### src/rtl/prefix_adder_pipe.sv
// prefix_adder_pipe: three-stage pipelined parallel-prefix adder/subtractor
// with valid/ready handshakes on both sides.
//   S1: per-bit propagate/generate and per-group (G,P) pairs
//   S2: carries into every group from a Kogge-Stone tree over the groups
//   S3: per-group ripple sum plus carry-out and optional flags
// Optional feature macro: PREFIX_ADDER_FLAGS_EN
//   defined   -> out_ovf / out_zero are computed and registered in S3
//   undefined -> out_ovf / out_zero are tied low and no flag logic exists
module prefix_adder_pipe #(
  parameter int WIDTH     = 32,
  parameter int GROUPSIZE = 4
) (
  input  logic             clk,
  input  logic             rst_n,
  input  logic             in_valid,
  output logic             in_ready,
  input  logic [WIDTH-1:0] in_a,
  input  logic [WIDTH-1:0] in_b,
  input  logic             in_cin,
  input  logic             in_sub,
  output logic             out_valid,
  input  logic             out_ready,
  output logic [WIDTH-1:0] out_sum,
  output logic             out_cout,
  output logic             out_ovf,
  output logic             out_zero
);

  localparam int NG = WIDTH / GROUPSIZE;

  // Group generate: carry out of each group assuming a zero carry into it.
  function automatic logic [NG-1:0] group_gen(input logic [WIDTH-1:0] p,
                                               input logic [WIDTH-1:0] g);
    logic [NG-1:0] gg;
    logic          c;
    gg = '0;
    for (int j = 0; j < NG; j++) begin
      c = 1'b0;
      for (int i = 0; i < GROUPSIZE; i++) begin
        c = g[j*GROUPSIZE+i] | (p[j*GROUPSIZE+i] & c);
      end
      gg[j] = c;
    end
    return gg;
  endfunction

  // Group propagate: every bit of the group propagates.
  function automatic logic [NG-1:0] group_prop(input logic [WIDTH-1:0] p);
    logic [NG-1:0] gp;
    gp = '0;
    for (int j = 0; j < NG; j++) begin
      gp[j] = &p[j*GROUPSIZE +: GROUPSIZE];
    end
    return gp;
  endfunction

  // Kogge-Stone prefix over the groups; returns the carry into each group in
  // [NG-1:0] and the final carry-out in [NG]. The global carry-in is folded in
  // after the tree so the tree itself stays log2(NG) levels deep.
  function automatic logic [NG:0] prefix_carry(input logic [NG-1:0] gg,
                                               input logic [NG-1:0] gp,
                                               input logic          c0);
    logic [NG-1:0] g, p, gn, pn;
    logic [NG:0]   c;
    g = gg;
    p = gp;
    for (int d = 1; d < NG; d = d * 2) begin
      gn = g;
      pn = p;
      for (int j = d; j < NG; j++) begin
        gn[j] = g[j] | (p[j] & g[j-d]);
        pn[j] = p[j] & p[j-d];
      end
      g = gn;
      p = pn;
    end
    c[0] = c0;
    for (int j = 0; j < NG; j++) begin
      c[j+1] = g[j] | (p[j] & c0);
    end
    return c;
  endfunction

  // Short ripple inside each group, seeded by the group carry from the tree.
  function automatic logic [WIDTH-1:0] ripple_sum(input logic [WIDTH-1:0] p,
                                                  input logic [WIDTH-1:0] g,
                                                  input logic [NG-1:0]    cg);
    logic [WIDTH-1:0] s;
    logic             c;
    s = '0;
    c = 1'b0;
    for (int i = 0; i < WIDTH; i++) begin
      if ((i % GROUPSIZE) == 0) c = cg[i / GROUPSIZE];
      s[i] = p[i] ^ c;
      c    = g[i] | (p[i] & c);
    end
    return s;
  endfunction

  // Handshake: a stage loads when it is empty or its successor moves on.
  logic s1_vld_q, s2_vld_q, s3_vld_q;
  logic s1_en, s2_en, s3_en;

  assign s3_en     = !s3_vld_q || out_ready;
  assign s2_en     = !s2_vld_q || s3_en;
  assign s1_en     = !s1_vld_q || s2_en;
  assign in_ready  = s1_en;
  assign out_valid = s3_vld_q;

  // ---- S0 -> S1 boundary ----
  logic [WIDTH-1:0] bx;
  logic             c0_d;
  logic [WIDTH-1:0] s1_p_d, s1_g_d;
  logic [WIDTH-1:0] s1_p_q, s1_g_q;
  logic [NG-1:0]    s1_gg_q, s1_gp_q;
  logic             s1_c0_q;

  assign bx     = in_sub ? ~in_b : in_b;
  assign c0_d   = in_sub | in_cin;
  assign s1_p_d = in_a ^ bx;
  assign s1_g_d = in_a & bx;

  // S1 capture: bit and group propagate/generate of an accepted beat.
  always_ff @(posedge clk or negedge rst_n) begin
    if (!rst_n) begin
      s1_vld_q <= 1'b0;
      s1_p_q   <= '0;
      s1_g_q   <= '0;
      s1_gg_q  <= '0;
      s1_gp_q  <= '0;
      s1_c0_q  <= 1'b0;
    end else begin
      if (s1_en) s1_vld_q <= in_valid;
      if (s1_en && in_valid) begin
        s1_p_q  <= s1_p_d;
        s1_g_q  <= s1_g_d;
        s1_gg_q <= group_gen(s1_p_d, s1_g_d);
        s1_gp_q <= group_prop(s1_p_d);
        s1_c0_q <= c0_d;
      end
    end
  end

  // ---- S1 -> S2 boundary ----
  logic [NG:0]      s2_carry_d;
  logic [WIDTH-1:0] s2_p_q, s2_g_q;
  logic [NG-1:0]    s2_cg_q;
  logic             s2_cout_q;

  assign s2_carry_d = prefix_carry(s1_gg_q, s1_gp_q, s1_c0_q);

  // S2 capture: group carries from the prefix tree, bit p/g passed along.
  always_ff @(posedge clk or negedge rst_n) begin
    if (!rst_n) begin
      s2_vld_q  <= 1'b0;
      s2_p_q    <= '0;
      s2_g_q    <= '0;
      s2_cg_q   <= '0;
      s2_cout_q <= 1'b0;
    end else begin
      if (s2_en) s2_vld_q <= s1_vld_q;
      if (s2_en && s1_vld_q) begin
        s2_p_q    <= s1_p_q;
        s2_g_q    <= s1_g_q;
        s2_cg_q   <= s2_carry_d[NG-1:0];
        s2_cout_q <= s2_carry_d[NG];
      end
    end
  end

  // ---- S2 -> S3 boundary ----
  logic [WIDTH-1:0] s3_sum_d;
  logic [WIDTH-1:0] s3_sum_q;
  logic             s3_cout_q;

  assign s3_sum_d = ripple_sum(s2_p_q, s2_g_q, s2_cg_q);

  // S3 capture: final sum and carry-out, held while the consumer stalls.
  always_ff @(posedge clk or negedge rst_n) begin
    if (!rst_n) begin
      s3_vld_q  <= 1'b0;
      s3_sum_q  <= '0;
      s3_cout_q <= 1'b0;
    end else begin
      if (s3_en) s3_vld_q <= s2_vld_q;
      if (s3_en && s2_vld_q) begin
        s3_sum_q  <= s3_sum_d;
        s3_cout_q <= s2_cout_q;
      end
    end
  end

  assign out_sum  = s3_sum_q;
  assign out_cout = s3_cout_q;

`ifdef PREFIX_ADDER_FLAGS_EN
  // Equal adder-input MSBs show up as p=0 at the MSB, and then g equals that
  // shared MSB, so overflow is "p clear and sum MSB differs from g".
  logic s3_ovf_d, s3_zero_d;
  logic s3_ovf_q, s3_zero_q;

  assign s3_ovf_d  = ~s2_p_q[WIDTH-1] & (s3_sum_d[WIDTH-1] ^ s2_g_q[WIDTH-1]);
  assign s3_zero_d = ~|s3_sum_d;

  // S3 flag capture, same enable as the sum so flags stay paired with it.
  always_ff @(posedge clk or negedge rst_n) begin
    if (!rst_n) begin
      s3_ovf_q  <= 1'b0;
      s3_zero_q <= 1'b0;
    end else if (s3_en && s2_vld_q) begin
      s3_ovf_q  <= s3_ovf_d;
      s3_zero_q <= s3_zero_d;
    end
  end

  assign out_ovf  = s3_ovf_q;
  assign out_zero = s3_zero_q;
`else
  assign out_ovf  = 1'b0;
  assign out_zero = 1'b0;
`endif

endmodule
### config.mk
export PLATFORM = sky130hd
export DESIGN_NAME = prefix_adder_pipe
export DESIGN_NICKNAME = d
export VERILOG_FILES = /design/src/rtl/prefix_adder_pipe.sv
export SDC_FILE = /design/constraint.sdc
export NUM_CORES = 1
export LEC_CHECK = 0
export ABC_AREA = 1
export CAP_MARGIN = 20
export CORE_ASPECT_RATIO = 1.2
export CORE_MARGIN = 10
export CORE_UTILIZATION = 30
export DETAILED_ROUTE_END_ITERATION = 8
export GPL_ROUTABILITY_DRIVEN = 0
export GPL_TIMING_DRIVEN = 0
export PLACE_DENSITY = 0.53
export SYNTH_ARGS = -nofsm -noshare
export SYNTH_HDL_FRONTEND = slang
export SYNTH_SLANG_ARGS = --single-unit
### constraint.sdc
create_clock -name clk -period 1.9 [get_ports clk]
set_input_delay 0.19 -clock clk [delete_from_list [all_inputs] [get_ports clk]]
set_output_delay 0.19 -clock clk [all_outputs]
set_load 0.03 [all_outputs]
Figure 1. Track usage over the die.
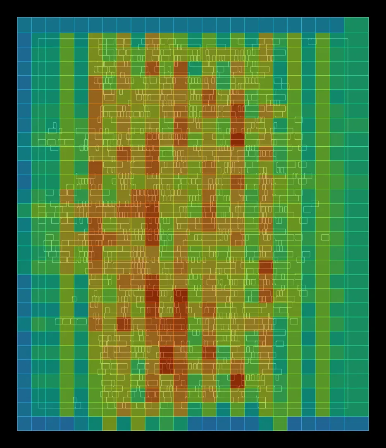
met2 global-route usage: 0.227
met1 Use GR: 0.175
fin util: 0.393
global routing's busiest layer: met2
average wire per standard cell: 16.2 um

Figure 2. Clock network drawn from the DEF.
Scale: 2 px per um.
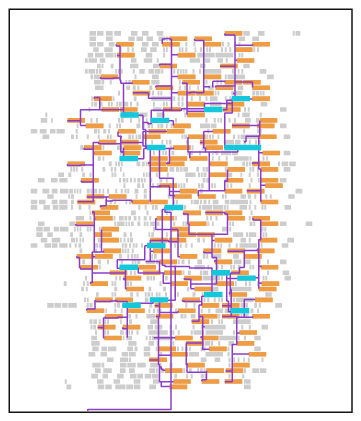
- clock wires: purple (length 2140 um)
- cells driving clock nets: cyan (count 17)
- flip-flops: orange (count 174)
- routed clock nets: 18
Latency at later pin: 0.43 ns
clock distribution power: 0.00368 W
Clock Skew: 0.00838 ns

Figure 3. Where the registers sit.
Scale: 1.5 px per um. Other sequential cells in the stronger grey, the rest of the logic in the fainter grey.
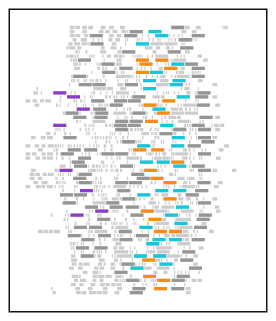
- s1_gg_q: purple (flops 8; where middle left)
- s2_p_q: cyan (flops 32; where a vertical strip down the middle)
- s2_g_q: orange (flops 24)
sequential standard cell area: 4350 um2
fraction of area in registers: 0.410
Seq power: 0.00561 W

==> run summary <==
status - completed
area delta synth->final - 30.1%
Synth Area in XOR/XNOR - 0.0429
Yosys top cell by instances - nand2_1
Levels on crit path - 8
synth cell count leaders - 410 x nand2_1, 174 x dfrtp_1, 74 x o21ai_0
Longest Clk Path Bufs - 2
Chip Area, Yosys - 8160 um2
Main logic family - simple AND/OR/NAND/NOR gates
GRT Util Overall - 0.137
Clock Pin Slew Worst Setup and Hold Paths - 0.07 ns
ys flop type - dfrtp_1
hold endpoint - s1_c0_q$_DFFE_PN0P_
Yosys top cell by area - dfrtp_1
final hold violation count - 0
Avg Cell Area, Syn - 8.76 um2
mux cell area share after synthesis - 0
tool warning count - 30
flip-flops with a built-in enable - 0
largest net degree at the start of global routing - 108
actual slew at the worst max-slew pin - 0.818 ns
via count - 6188
DR vias/cell - 4.38
Max Fanout on Critical Path - 2
max-capacitance violation count - 0
WP buf/inv - 0
Setup TNS - 0 ns
ANT nets after route - 0
adder-cell share of the synthesized area - 0.0858
Root Driver - clkbuf_16
Overflow after GRT - 0
Critical Path Start - s2_cg_q[3]$_DFFE_PN0P_
Leakage - 5.29 nW
Pwr per Cell Area - 1340 nW/um2
row cnt - 66
Hold Crit Depth - 3
Critical Path Source Type - flop
Yosys Instances - 932
vias in the first global route - 6464
Distinct cells, synth - 21
Post-synth regs - 174
DRT iter0 DRCs - 381
worst setup path endpoint - out_sum[15]$_DFFE_PN0P_
initial antenna violation count - 0
Warnings, synthesis - 0
Seq/Total Area, Yosys - 0.533
Simple Share, Synth - 0.232
Hold/Removal Path Class - in2reg
post-CTS sizing - 19
reg-to-reg endpoint - out_sum[15]$_DFFE_PN0P_
Reg-to-Reg Start - s2_cg_q[3]$_DFFE_PN0P_
Tmin final - 1.85 ns
ao+oa area frac - 0.0539
H-tree depth reported by CTS - 4
Crit path required time - 2.18 ns
fp util - 0.302
relative slew slack - 0.455
CP delay by family, top - simple AND/OR/NAND/NOR gates
Crit Path Class - reg2reg
layout cells sized above 1 - 0.112
GR Util met3 - 0.0273
router iterations before antenna repair - 6
Area leader share - 0.533
Die W - 171 um
DPL Wire Length - 17800 um
WL met2 - 11400 um
Final #Nets - 1188
WL met3 - 816 um
Pins Over Slew Limit - 0
CP max-delay cell - dfrtp_1
CTS buffer count - 17
Post-CTS Setup Bufs - 1
CTS tree - done
post-synthesis cell count - 932
# port buffers - 102
Ant. Diodes - 0
RSZ-0062 raised after global routing - yes
die y size - 201 um
slack of the critical path - 0.0544 ns
Ports - 107
highest metal used - met4
Main area contributors - dfrtp_1 53%, nand2_1 19%, ha_1 8.6%, o21ai_0 4.5%, xor2_1 4.3%
Max VDD drop - 0.652 mV
highest clock rate - 0.542 GHz
first-pass GRT wire length - 36500 um
Mapped Area - 8160 um2
CTS sink count - 174
Die Area - 34200 um2
Synth async-reset ratio - 1.00
total wire length - 22900 um
-- report_power, final --
| group | total [W] | switching (W) | internal (W) |
|---|---|---|---|
| registers | 0.00561 | 0.000802 | 0.00481 |
| clock network | 0.00368 | 0.00142 | 0.00226 |
| logic | 0.00497 | 0.00282 | 0.00215 |
-- final cells by class --
cell class	count	area, um2
clock buffers	20	457
flip-flops and latches	174	4350
plain buffers	41	208
clock inverters	11	165
fillers	2728	16400
inverters	58	218
multi-input cells	660	3690
well taps	340	425
repair buffers	110	1110
-- state kept, by name (all words and copies together), names as in the netlist --
name / flops
s2_g_q: 24
s2_cout_q: 1
s1_g_q: 24
s1_gg_q: 8
out_sum: 32
s2_p_q: 32
s1_p_q: 32
s2_cg_q: 8
out_valid: 1
s2_vld_q: 1
s1_vld_q: 1
s1_gp_q: 8
out_cout: 1
s1_c0_q: 1
-- layout by cell type (no fill, tap or decap), drive strengths merged --
cell	instances
clkdlybuf4s15	1
or2	16
clkinvlp	1
a21oi	11
o21ai	77
conb	2
bufinv	4
nand3	17
buf	34
ha	56
xor2	40
nand4	11
dfrtp	174
nor2	19
clkdlybuf4s50	100
inv	58
dlygate4sd3	1
clkinv	6
clkbuf	35
nand2	411
-- through the flow --
| step | instances | hold slack (ns) | util | power, W | area (um2) |
|---|---|---|---|---|---|
| final | 1414 | 0.245 | 0.393 | 0.0143 | 10600 |
| after global routing | 1414 | 0.261 | 0.393 | 0.0153 | 10600 |
| after CTS | 1409 | 0.243 | 0.383 | 0.0140 | 10300 |
| after detailed placement | 1376 | 0.325 | 0.357 | 0.0101 | 9650 |
| after global placement | 1375 | 0.454 | 0.356 | 0.0101 | 9610 |
| after floorplan | 933 | -0.106 | - | 0.00816 | 8170 |
Power is estimated from default activity; no workload was simulated.
